`src/rtl/ca_pkg.sv`:
```
// ca_pkg: shared FSM state, group count and group index type for the step scheduler
package ca_pkg;
  localparam int NGRP = 4;
  typedef logic [1:0] grp_t;
  typedef enum logic [1:0] {IDLE, ISSUE, GAP} state_t;
  function automatic grp_t lowest(input logic [NGRP-1:0] v);
    lowest = '0;
    for (int i = NGRP - 1; i >= 0; i--) if (v[i]) lowest = grp_t'(i);
  endfunction
endpackage

```
`src/rtl/btn_edge_sync.sv`:
```
// btn_edge_sync: two-flop synchronizer plus rising-edge detector for one raw button
module btn_edge_sync (
  input  logic clk,
  input  logic reset,
  input  logic btn,
  output logic rise
);
  logic s1, s2, prev;
  logic [2:0] valid;
  // valid shifts in ones after reset so a button held through reset never reads as a fresh edge
  always_ff @(posedge clk) begin
    if (reset) begin
      s1 <= 1'b0;
      s2 <= 1'b0;
      prev <= 1'b0;
      valid <= '0;
    end else begin
      s1 <= btn;
      s2 <= s1;
      prev <= s2;
      valid <= {valid[1:0], 1'b1};
    end
  end
  assign rise = s2 & ~prev & valid[2];
endmodule

```
`src/rtl/ca_step_sched.sv`:
```
// ca_step_sched: schedules per-group update strobes from buttons, auto sweeps and seed load/restart
module ca_step_sched
  import ca_pkg::*;
#(
  parameter int TICK_DIV = 1000000,
  parameter int GEN_W = 16
) (
  input  logic             clk,
  input  logic             reset,
  input  logic [3:0]       btn,
  input  logic             auto_en,
  input  logic [1:0]       rate_sel,
  input  logic             load_req,
  input  logic             restart_req,
  output logic [3:0]       grp_step,
  output logic             load_pulse,
  output logic             restart_pulse,
  output logic [GEN_W-1:0] gen_count,
  output logic             busy,
  output logic             overrun
);
  logic [NGRP-1:0] rise, pending, done_mask, mask_nx, svc_oh;
  state_t state;
  logic sweep_active, decide, svc, tick;
  grp_t sweep_idx, svc_g;
  logic [31:0] cnt, period;
  logic [1:0] rate_q;
  for (genvar g = 0; g < NGRP; g++) begin : g_sync
    btn_edge_sync u_sync (.clk(clk), .reset(reset), .btn(btn[g]), .rise(rise[g]));
  end
  // next-service selection: an active sweep outranks manual requests; the cycle right after a seed pulse is a forced gap
  always_comb begin
    period = 32'(TICK_DIV) >> rate_sel;
    tick = auto_en && (rate_sel == rate_q) && (cnt == period - 32'd1);
    svc = sweep_active || (|pending);
    svc_g = sweep_active ? sweep_idx : lowest(pending);
    svc_oh = NGRP'(1) << svc_g;
    mask_nx = done_mask | svc_oh;
    decide = (state == IDLE) || (state == GAP && !load_pulse && !restart_pulse);
  end
  assign busy = (state != IDLE) || (|pending) || sweep_active;
  // auto tick divider restarts whenever auto mode is off or the rate changes
  always_ff @(posedge clk) begin
    rate_q <= reset ? 2'd0 : rate_sel;
    cnt <= (reset || !auto_en || rate_sel != rate_q || tick) ? 32'd0 : cnt + 32'd1;
  end
  // scheduler FSM with registered strobes, request bookkeeping and generation counting
  always_ff @(posedge clk) begin
    if (reset) begin
      state <= IDLE;
      grp_step <= '0;
      load_pulse <= 1'b0;
      restart_pulse <= 1'b0;
      gen_count <= '0;
      overrun <= 1'b0;
      pending <= '0;
      done_mask <= '0;
      sweep_active <= 1'b0;
      sweep_idx <= '0;
    end else if (load_req || restart_req) begin
      state <= GAP;
      grp_step <= '0;
      load_pulse <= load_req;
      restart_pulse <= !load_req;
      gen_count <= '0;
      pending <= '0;
      done_mask <= '0;
      sweep_active <= 1'b0;
      sweep_idx <= '0;
      if (load_req) overrun <= 1'b0;
    end else begin
      load_pulse <= 1'b0;
      restart_pulse <= 1'b0;
      state <= (state == ISSUE) ? GAP : (decide && svc) ? ISSUE : decide ? IDLE : GAP;
      grp_step <= (decide && svc) ? svc_oh : '0;
      if (decide && svc) begin
        pending <= (pending & ~svc_oh) | rise;
        done_mask <= (&mask_nx) ? '0 : mask_nx;
        if (&mask_nx) gen_count <= gen_count + GEN_W'(1);
        if (sweep_active) begin
          sweep_idx <= grp_t'(sweep_idx + 1'b1);
          sweep_active <= (sweep_idx != grp_t'(NGRP - 1));
        end
      end else pending <= pending | rise;
      if (tick && sweep_active) overrun <= 1'b1;
      if (tick && !sweep_active) begin
        sweep_active <= 1'b1;
        sweep_idx <= '0;
      end
    end
  end
endmodule

```
`config.mk`:
```
export PLATFORM = sky130hd
export DESIGN_NAME = ca_step_sched
export DESIGN_NICKNAME = d
export VERILOG_FILES = /design/src/rtl/ca_pkg.sv /design/src/rtl/btn_edge_sync.sv /design/src/rtl/ca_step_sched.sv
export SDC_FILE = /design/constraint.sdc
export NUM_CORES = 1
export LEC_CHECK = 0
export CAP_MARGIN = 40
export CORE_MARGIN = 4
export CORE_UTILIZATION = 57
export DETAILED_ROUTE_END_ITERATION = 7
export PLACE_DENSITY_LB_ADDON = 0.25
export SETUP_SLACK_MARGIN = 0.1
export SYNTH_ARGS = -nofsm -noshare
export SYNTH_HDL_FRONTEND = slang
export SYNTH_SLANG_ARGS = --single-unit
```
`constraint.sdc`:
```
create_clock -name clk -period 2.9 [get_ports clk]
set_clock_uncertainty 0.1 [all_clocks]
set_input_delay 0.87 -clock clk [delete_from_list [all_inputs] [get_ports clk]]
set_output_delay 0.87 -clock clk [all_outputs]
set_load 0.01 [all_outputs]
```
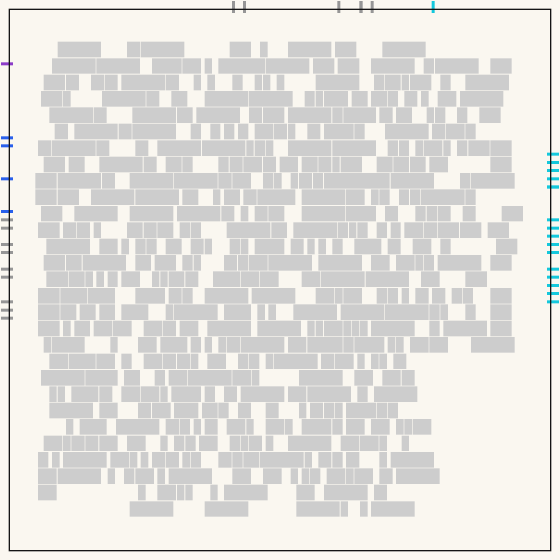
*Pin placement*
Pins as bars across the die edge, other pins in gray.
color	port	pins	direction	edge
blue	btn	4	input	left
purple	clk	1	input	left
cyan	gen_count	16	output	15 right, 1 top
all pins by edge	15 right, 14 left, 6 top
die width: 89.5 um
DIE HEIGHT: 89.5 um
port buffer count: 34

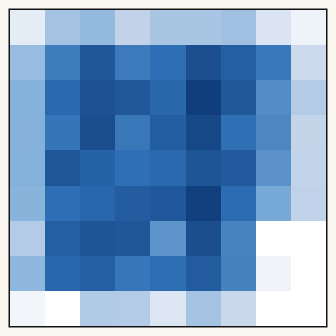
*Cell area per tile*
The die is cut into 9 by 9 equal tiles; white is low, dark blue is high, 0 to 100% covered.
nearly empty tiles	7.4%
emptiest ninth of the die	lower right
mean over tiles	55%
densest ninth of the die	center
core utilization at floorplan: 59.3%
core area: 6390 um^2

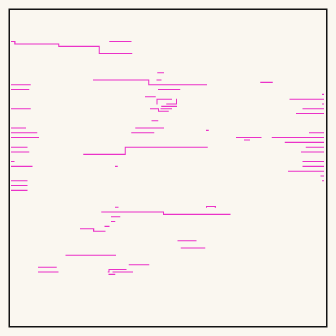
*Met3 routing*
nets with wire on the layer	52
main direction	horizontal
share of all routed wire	5.4%
wire length on this layer	431 um
longest straight run	23.2 um

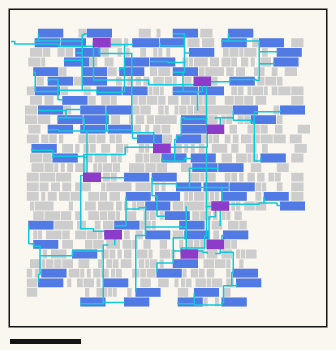
*Routed clock nets over the placement*
The bar under the picture is 20 um long.
[purple] cells driving clock nets | count: 9
[blue] flip-flops | count: 85
[cyan] clock wires | length: 956 um
flops lie	spread over the die
clk pwr: 0.891 mW
Clock Latency Late Sink: 0.36 ns
clock share of power: 41.1%

==> results.py <==
# Auto-generated metrics
metrics = {
    "yosys": {
        "async_flop_share_pct": 0,
        "ys_types": 47,
        "yosysMostFrequentCell": "dfxtp_1",
        "synth_area_um2": 3790,
        "numSynthFlops": 85,
        "ys_seq_share_pct": 44.9,
        "xor_share_pct": 9.71,
        "ys_warn_count": 0,
        "flop_cell": "dfxtp_1",
        "mux_area_share_pct": 0,
        "postSynthAreaPerCell_um2": 8.77,
        "topCellsByArea": "dfxtp_1, nor2_1, xnor2_1, xor2_1, ha_1",
        "synth.logic.top_family": "simple AND/OR/NAND/NOR gates",
        "synth-simple-area-share_pct": 28.6,
        "synthCells": 432,
        "aoi_share_pct": 10.2,
        "synth_area_leader_cell": "dfxtp_1",
        "top_area_share_pct": 44.9,
    },
    "setup_path": {
        "cp-start-kind": "register",
        "worstSetupPathType": "reg -> out",
        "worst-path-buf-inv": 1,
        "slowest_delay_ns": 0.50,
        "timing.rr.start": "sweep_active",
        "path_cells": "or3_1, or4_1, buf_2",
        "cp_max_fo": 4,
        "r2r_setup_slack_ns": 0.24,
        "cp-startpoint": "pending[0]",
        "end_kind": "output port",
        "worst_ep_required_time_ns": 1.93,
        "crit_arrival_ns": 1.75,
        "rr_worst_depth": 8,
    },
    "global_route": {
        "grt-ovfl-total": 0,
        "top_usage_layer": "met2",
        "track_usage_pct": 21.1,
        "grt_max_degree": 32,
        "gr-usage-met1_pct": 26.1,
        "use_met3_pct": 3.96,
        "grt_pass1_vias": 3046,
    },
    "drt": {
        "topRoutingLayerUsed": "met4",
        "routed_wl_mm": 7.98,
        "post_drt_wl_per_cell_um": 14.2,
        "dr.pass1.iters": 5,
        "met3RoutedLength_um": 431,
        "drt-met1-wl_mm": 3.60,
        "avgViaCountPerCell": 5.72,
        "drtAntennaViolNets": 0,
        "drtIter0Drc": 149,
        "wl_met2_mm": 3.82,
    },
    "power": {
        "switching_share_pct": 24.2,
        "ir_worst_vdd_mv": 0.398,
        "p_int_mw": 1.64,
        "p_seq_mw": 1.18,
        "p_per_area_nw_per_um2": 479,
        "p_leak_nw": 1.58,
        "p_switching_mw": 0.524,
        "power_frac_comb_pct": 4.3,
        "seq_power_share_pct": 54.6,
        "powerComb_mw": 0.0928,
    },
    "place": {
        "place_ws_ns": -0.250,
        "placed_cells": 545,
        "dp_hpwl_mm": 5.70,
    },
    "finish": {
        "signal_buffers": 51,
        "sh_comb_area_pct": 44.1,
        "n_fill_cell": 524,
        "nClkBuffers": 9,
        "largest_register_ffs": 32,
        "clk_share_pct": 4.75,
        "mostFrequentLayoutCells": "dfxtp_1, nor2_1, clkdlybuf4s50_1",
        "seq_share_pct": 37.6,
        "logic_gate_count": 321,
        "buffer_area_share_pct": 10.5,
        "flops": 85,
        "regMostFlops": "cnt",
        "combGateArea_um2": 2000,
        "antenna_cells": 0,
        "drive_gt1_share_pct": 10.1,
        "syn_to_final_growth_pct": 19.6,
        "fin_nets": 501,
        "final_area_um2": 4530,
        "fin_util_pct": 70.9,
        "dominant_cells": "logic gates",
    },
    "clock_tree": {
        "cts_sinks": 85,
        "cts.path.max_buffers": 2,
        "cts-root-buf": "clkbuf_8",
        "postCtsSetupBuffers": 0,
        "cts-resized-gates": 5,
        "cts_buffers": 9,
        "h-tree-depth": 3,
    },
    "timing": {
        "maxSlewHeadroom_pct": 72.9,
        "fin_tns_setup_ns": 0,
        "tightest_slew_ns": 0.404,
        "fmax_mhz": 367,
        "rsz0062_at_grt": "yes",
        "layout_setup_ws_ns": 0.179,
        "setup_violations": 0,
        "finalClockPeriodUsage_pct": 93.8,
    },
    "status": {
        "outcome": "finished clean",
    },
    "job": {
        "cap_violations": 0,
    },
    "die": {
        "chipArea_um2": 8010,
    },
    "hold_path": {
        "min_to": "g_sync[1].u_sync.s2",
        "hp-class": "reg -> reg",
        "hold_path_depth": 1,
    },
}
Power and IR drop assume default switching activity.
